[config.mk]
export PLATFORM = sky130hd
export DESIGN_NAME = rgb24_axis_packer
export DESIGN_NICKNAME = d
export VERILOG_FILES = /design/src/rtl/pixel_stream_pkg.sv /design/src/rtl/axis_out_reg.sv /design/src/rtl/rgb24_axis_packer.sv
export SDC_FILE = /design/constraint.sdc
export NUM_CORES = 1
export LEC_CHECK = 0
export CORE_ASPECT_RATIO = 1.25
export CORE_MARGIN = 2
export CORE_UTILIZATION = 50
export DETAILED_ROUTE_END_ITERATION = 7
export PLACE_DENSITY = 0.85
export SYNTH_ARGS = -nofsm -noshare
export SYNTH_HDL_FRONTEND = slang
export SYNTH_SLANG_ARGS = --single-unit
[constraint.sdc]
create_clock -name aclk -period 2.6 [get_ports aclk]
set_input_delay 0.52 -clock aclk [delete_from_list [all_inputs] [get_ports aclk]]
set_output_delay 0.52 -clock aclk [all_outputs]
set_load 0.02 [all_outputs]
[src/rtl/pixel_stream_pkg.sv]
`default_nettype none
// ============================================================================
// Module      : pixel_stream_pkg
// Description : Shared types and constants for the RGB24 pixel stream stages.
// Revision    : 1.0 - initial release
// ============================================================================
package pixel_stream_pkg;

    // One RGB pixel; packing order puts b in byte 0
    typedef struct packed {
        logic [7:0] r;
        logic [7:0] g;
        logic [7:0] b;
    } rgb24_t;

    localparam int         PHASES    = 4;
    localparam int         PHASE_W   = $clog2(PHASES);
    localparam logic [3:0] KEEP_FULL = 4'hF;
    localparam logic [3:0] KEEP_3B   = 4'h7;
    localparam logic [3:0] KEEP_2B   = 4'h3;
    localparam logic [3:0] KEEP_1B   = 4'h1;

    // RUN: normal packing, TAIL: second flush word waiting for the output register
    typedef enum logic [0:0] {
        RUN  = 1'b0,
        TAIL = 1'b1
    } pack_state_e;

    function automatic rgb24_t make_pixel(input logic [7:0] red,
                                          input logic [7:0] green,
                                          input logic [7:0] blue);
        rgb24_t px;
        px.r = red;
        px.g = green;
        px.b = blue;
        return px;
    endfunction

endpackage
`default_nettype wire

[src/rtl/axis_out_reg.sv]
`default_nettype none
// ============================================================================
// Module      : axis_out_reg
// Description : Single-entry AXI4-Stream output register. Accepts a new word
//               whenever it is empty or its current word is being taken.
// Revision    : 1.0 - initial release
// ============================================================================
module axis_out_reg #(
    parameter int DATA_W = 32,
    parameter int KEEP_W = DATA_W / 8
) (
    input  logic              clk_i,
    input  logic              rst_ni,
    input  logic              load_i,
    input  logic [DATA_W-1:0] data_i,
    input  logic [KEEP_W-1:0] keep_i,
    input  logic              last_i,
    input  logic              user_i,
    output logic              ready_o,
    output logic [DATA_W-1:0] tdata_o,
    output logic [KEEP_W-1:0] tkeep_o,
    output logic              tlast_o,
    output logic              tuser_o,
    output logic              tvalid_o,
    input  logic              tready_i
);

    logic [DATA_W-1:0] tdata_q;
    logic [KEEP_W-1:0] tkeep_q;
    logic              tlast_q;
    logic              tuser_q;
    logic              tvalid_q;

    assign ready_o  = !tvalid_q || tready_i;
    assign tdata_o  = tdata_q;
    assign tkeep_o  = tkeep_q;
    assign tlast_o  = tlast_q;
    assign tuser_o  = tuser_q;
    assign tvalid_o = tvalid_q;

    // Load a new word when there is room, otherwise drop valid once the sink takes it
    always_ff @(posedge clk_i or negedge rst_ni) begin
        if (!rst_ni) begin
            tdata_q  <= '0;
            tkeep_q  <= '0;
            tlast_q  <= 1'b0;
            tuser_q  <= 1'b0;
            tvalid_q <= 1'b0;
        end else if (load_i && ready_o) begin
            tdata_q  <= data_i;
            tkeep_q  <= keep_i;
            tlast_q  <= last_i;
            tuser_q  <= user_i;
            tvalid_q <= 1'b1;
        end else if (tready_i) begin
            tvalid_q <= 1'b0;
        end
    end

endmodule
`default_nettype wire

[src/rtl/rgb24_axis_packer.sv]
`default_nettype none
// ============================================================================
// Module      : rgb24_axis_packer
// Description : Packs 24-bit RGB pixels densely into 32-bit AXI4-Stream words
//               (4 pixels -> 3 words), flushing partial words at end of line.
//               Optional macro PACKER_FRAME_CNT_EN adds frame_count,
//               err_resync and line_len_err outputs.
// Revision    : 1.0 - initial release
// ============================================================================
module rgb24_axis_packer
    import pixel_stream_pkg::*;
#(
    parameter int LINE_PIXELS = 640,
    parameter int FRAME_CNT_W = 16
) (
    input  logic        aclk,
    input  logic        aresetn,
    input  logic [7:0]  r,
    input  logic [7:0]  g,
    input  logic [7:0]  b,
    input  logic        valid,
    output logic        in_stream_ready,
    input  logic        sof,
    input  logic        eol,
    output logic [31:0] out_stream_tdata,
    output logic [3:0]  out_stream_tkeep,
    output logic        out_stream_tlast,
    output logic        out_stream_tuser,
    output logic        out_stream_tvalid,
    input  logic        out_stream_tready
`ifdef PACKER_FRAME_CNT_EN
    ,
    output logic [FRAME_CNT_W-1:0] frame_count,
    output logic                   err_resync,
    output logic                   line_len_err
`endif
);

    pack_state_e        state_q, state_d;
    logic [PHASE_W-1:0] phase_q, phase_d;
    logic [23:0]        residue_q, residue_d;
    logic               pending_sof_q, pending_sof_d;
    logic [3:0]         tail_keep_q, tail_keep_d;

    rgb24_t             w_pix;
    logic               w_accept;
    logic               w_out_ready;
    logic               w_load;
    logic [31:0]        w_word;
    logic [3:0]         w_keep;
    logic               w_last;
    logic               w_user;
    logic [PHASE_W-1:0] w_eff_phase;

    assign w_pix           = make_pixel(r, g, b);
    assign in_stream_ready = (state_q == RUN) && w_out_ready;
    assign w_accept        = valid && in_stream_ready;
    // A sof pixel always restarts packing as the first pixel of a group
    assign w_eff_phase     = sof ? '0 : phase_q;

    // Packing state register
    always_ff @(posedge aclk or negedge aresetn) begin
        if (!aresetn) begin
            state_q       <= RUN;
            phase_q       <= '0;
            residue_q     <= '0;
            pending_sof_q <= 1'b0;
            tail_keep_q   <= '0;
        end else begin
            state_q       <= state_d;
            phase_q       <= phase_d;
            residue_q     <= residue_d;
            pending_sof_q <= pending_sof_d;
            tail_keep_q   <= tail_keep_d;
        end
    end

    // Next-state and word assembly; residue keeps unconsumed bytes right-aligned
    always_comb begin
        state_d       = state_q;
        phase_d       = phase_q;
        residue_d     = residue_q;
        pending_sof_d = pending_sof_q;
        tail_keep_d   = tail_keep_q;
        w_load        = 1'b0;
        w_word        = '0;
        w_keep        = '0;
        w_last        = 1'b0;
        w_user        = 1'b0;

        if (state_q == TAIL) begin
            // Residue already holds the zero-padded leftover bytes of the line
            w_load = 1'b1;
            w_word = {8'h00, residue_q};
            w_keep = tail_keep_q;
            w_last = 1'b1;
            if (w_out_ready) begin
                state_d   = RUN;
                residue_d = '0;
            end
        end else if (w_accept) begin
            w_user = pending_sof_q || sof;
            case (w_eff_phase)
                2'd0: begin
                    if (eol) begin
                        w_load    = 1'b1;
                        w_word    = {8'h00, w_pix};
                        w_keep    = KEEP_3B;
                        w_last    = 1'b1;
                        phase_d   = 2'd0;
                        residue_d = '0;
                    end else begin
                        residue_d = w_pix;
                        phase_d   = 2'd1;
                    end
                end
                2'd1: begin
                    w_load    = 1'b1;
                    w_word    = {w_pix[7:0], residue_q};
                    w_keep    = KEEP_FULL;
                    residue_d = {8'h00, w_pix[23:8]};
                    if (eol) begin
                        state_d     = TAIL;
                        tail_keep_d = KEEP_2B;
                        phase_d     = 2'd0;
                    end else begin
                        phase_d = 2'd2;
                    end
                end
                2'd2: begin
                    w_load    = 1'b1;
                    w_word    = {w_pix[15:0], residue_q[15:0]};
                    w_keep    = KEEP_FULL;
                    residue_d = {16'h0000, w_pix[23:16]};
                    if (eol) begin
                        state_d     = TAIL;
                        tail_keep_d = KEEP_1B;
                        phase_d     = 2'd0;
                    end else begin
                        phase_d = 2'd3;
                    end
                end
                default: begin
                    w_load    = 1'b1;
                    w_word    = {w_pix, residue_q[7:0]};
                    w_keep    = KEEP_FULL;
                    w_last    = eol;
                    residue_d = '0;
                    phase_d   = 2'd0;
                end
            endcase
            pending_sof_d = w_user && !w_load;
        end
    end

    axis_out_reg #(
        .DATA_W (32),
        .KEEP_W (4)
    ) u_out_reg (
        .clk_i    (aclk),
        .rst_ni   (aresetn),
        .load_i   (w_load),
        .data_i   (w_word),
        .keep_i   (w_keep),
        .last_i   (w_last),
        .user_i   (w_user),
        .ready_o  (w_out_ready),
        .tdata_o  (out_stream_tdata),
        .tkeep_o  (out_stream_tkeep),
        .tlast_o  (out_stream_tlast),
        .tuser_o  (out_stream_tuser),
        .tvalid_o (out_stream_tvalid),
        .tready_i (out_stream_tready)
    );

`ifdef PACKER_FRAME_CNT_EN
    localparam int IDX_W = $clog2(LINE_PIXELS) + 1;

    logic [FRAME_CNT_W-1:0] frame_cnt_q;
    logic                   err_resync_q;
    logic                   line_len_err_q;
    logic [IDX_W-1:0]       pix_idx_q;
    logic [IDX_W-1:0]       w_line_idx;

    assign w_line_idx   = sof ? '0 : pix_idx_q;
    assign frame_count  = frame_cnt_q;
    assign err_resync   = err_resync_q;
    assign line_len_err = line_len_err_q;

    // Frame statistics: frames seen downstream, resyncs and wrong line lengths
    always_ff @(posedge aclk or negedge aresetn) begin
        if (!aresetn) begin
            frame_cnt_q    <= '0;
            err_resync_q   <= 1'b0;
            line_len_err_q <= 1'b0;
            pix_idx_q      <= '0;
        end else begin
            if (out_stream_tvalid && out_stream_tready && out_stream_tuser) begin
                frame_cnt_q <= frame_cnt_q + FRAME_CNT_W'(1);
            end
            if (w_accept) begin
                if (sof && (phase_q != '0)) begin
                    err_resync_q <= 1'b1;
                end
                if (eol) begin
                    if (w_line_idx != IDX_W'(LINE_PIXELS - 1)) begin
                        line_len_err_q <= 1'b1;
                    end
                    pix_idx_q <= '0;
                end else if (w_line_idx != '1) begin
                    pix_idx_q <= w_line_idx + IDX_W'(1);
                end else begin
                    pix_idx_q <= w_line_idx;
                end
            end
        end
    end
`else
    // Statistics parameters only matter when the statistics outputs exist
    logic [31:0] w_cfg_unused;
    assign w_cfg_unused = 32'(LINE_PIXELS) ^ 32'(FRAME_CNT_W);
`endif

endmodule
`default_nettype wire

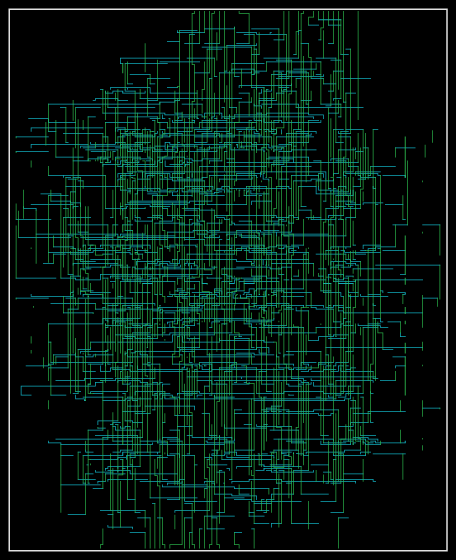
**Above:** metal layers overlaid.
Only two layers are drawn.
color	layer	wire length
green	metal 2	5470 µm
cyan	metal 1	4120 µm
WL/cell: 20.41 µm
vias: 3620

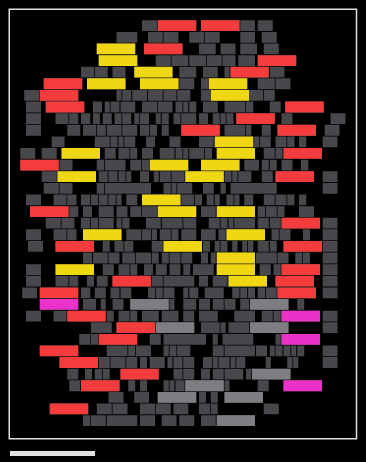
**Above:** sequential cells colored by netlist name.
The bar under the picture is 20 µm long.
color	netlist name	placed flops
magenta	u_out_reg.tkeep_o	4
yellow	residue_q	24
red	u_out_reg.tdata_o	32
not colored	9
Seq area share: 0.3587
power of the sequential group: 1.47 mW
fin util: 0.6621
register area: 1727 µm²

cell type report:
class | instances | area (µm²)
Fill cell | 594 | 2456
Multi-Input combinational cell | 268 | 1773
Sequential cell | 69 | 1727
Timing Repair Buffer | 99 | 960.9
Clock buffer | 13 | 158.9
Tap cell | 92 | 115.1
Clock inverter | 3 | 67.56
Inverter | 3 | 11.26
stage by stage:
step | cell area [µm²] | hold WS, ns
after floorplan | 3705 | 0.2244
after global placement | 4584 | 0.4596
after detailed placement | 4584 | 0.4724
after CTS | 4811 | 0.1488
after global routing | 4813 | 0.1819
final | 4813 | 0.1426
==> results.tsv <==
metric	value	unit
outcome	finished with violations	
failing checks	design-rule violations	
worst hold path class	in2async	
chip width	80.99	µm
clock skew	0.006749	ns
clk pwr	1.00	mW
Via density	6.618	
non-filler cells, final	547	
setup slack, reg-to-reg	0.41	ns
Top delay family on crit path	buffers and inverters	
critical path endpoint category	output pin	
# Cells Yosys	379	
FF+latch count, synth	69	
RSZ-0062 raised after global routing	false	
Tot GR Track Use	0.2938	
io pins	70	
Top cell excl fill/tap	dfrtp_1	
Worst R2R Path Depth	5	
setup violators final	0	
count leader, synth	dfrtp_1	
static leakage	2.122	nW
Final Cycle Share	0.9153	
DRT met1 WL	4123	µm
Starting Density	0.5096	
Cell Type Count	39	
Reg power frac	0.389	
max-cap violation count	0	
internal power	2.512	mW
TritonCTS clock tree	done	
DRC violations left	8	
core area	7269	µm²
final setup TNS	0	ns
Req. time, crit path	2.08	ns
# clock sinks	69	
drt pass-1 iters	8	
WL met3	1168	µm
cts hold-fix bufs	0	
clk slew on worst S/H paths	0.07	ns
cts bufs inserted	9	
most frequent CP cell	clkdlybuf4s50_1	
Sw Share	0.3354	
Final Hold Vio Count	0	
Levels on crit path	4	
met2 wire length	5471	µm
Core Rows	35	
yosys adder share	0.01351	
Die H	100.2	µm
global-route met2 utilization	0.4692	
Yosys chip area	3705	µm²
Comb pwr share	0.345	
Max Freq	420.2	MHz
Least-Margin Pin Slew	1.034	ns
Top Layout Cells	dfrtp_1, clkdlybuf4s50_1, o21ai_0	
Port Buffers	69	
Gate Count Post-Synth	379	
GR Layer Usage met1	0.3807	
Synth mux share	0.02128	
chip area	8118	µm²
Compound Share, Synth	0.2918	
XOR/XNOR Area Share	0	
post-route ant nets	0	
CP Buf/Inv Count	2	
First DRT Iteration DRCs	502	
syn avg cell area	9.775	µm²
cell area after synthesis	3705	µm²
CP Data Arrival Time	1.86	ns
startpoint types	input port	
Pwr Total	3.780	mW
total gr overflow	0	
Detail Placement HPWL	7613	µm
Syn. warnings	0	
PD cells	785.2	nW/µm²
P_sw	1.268	mW
postcts setup bufs	0	
syn nets	413	
initial antenna violation count	0	
Worst VDD drop	0.4473	mV
Relative slew margins	0.3078	
critical-path maximum fanout	3	
asr flop ratio synth	1.000	
worst setup slack after layout	0.2203	ns
Area leader share	0.4661	
CP startpoint	out_stream_tready	
clk latency late pin	0.36	ns
OpenROAD warnings	29	
gr busiest metal	met2	
area leader, netlist	dfrtp_1	
CP max stage delay	0.64	ns
Critical Setup Path Class	in2out	
Worst Setup EP	in_stream_ready	
diodes inserted	0	
Placer Congestion	0.9619	
Total Nets Final	484	
worst-case clock buffer depth	2	
pin count of the biggest net entering global routing	48	
H-tree levels	3	
Synth logic family	AND-OR/OR-AND gates	
Setup WS pre-CTS	-0.1306	ns
cts repair resizes	0	
overall routed net length	11170	µm
Inst Count DP	531	
Post-synth top cells	dfrtp_1, o21ai_0, nand2_1, nand3_1, clkbuf_1	
Clock power frac	0.265	
vias in the first global route	3519	
Top cells by area	dfrtp_1, o21ai_0, a221o_1	
Root Driver	clkbuf_8	
pins over their slew limit	0	
worst r2r dst	u_out_reg.tuser_o	
crit path time final	2.380	ns
first-pass GRT wire length	18130	µm
met3 usage	0.06205	
Top pwr grp	registers	
worst-path cell chain	clkdlybuf4s50_1 -> nor2b_1 -> nor2_1 -> clkdlybuf4s50_1	
Main synth FF type	dfrtp_1	
Power Combinational	1.30	mW
Power figures rest on the tool's default switching activity, not on a simulated workload.
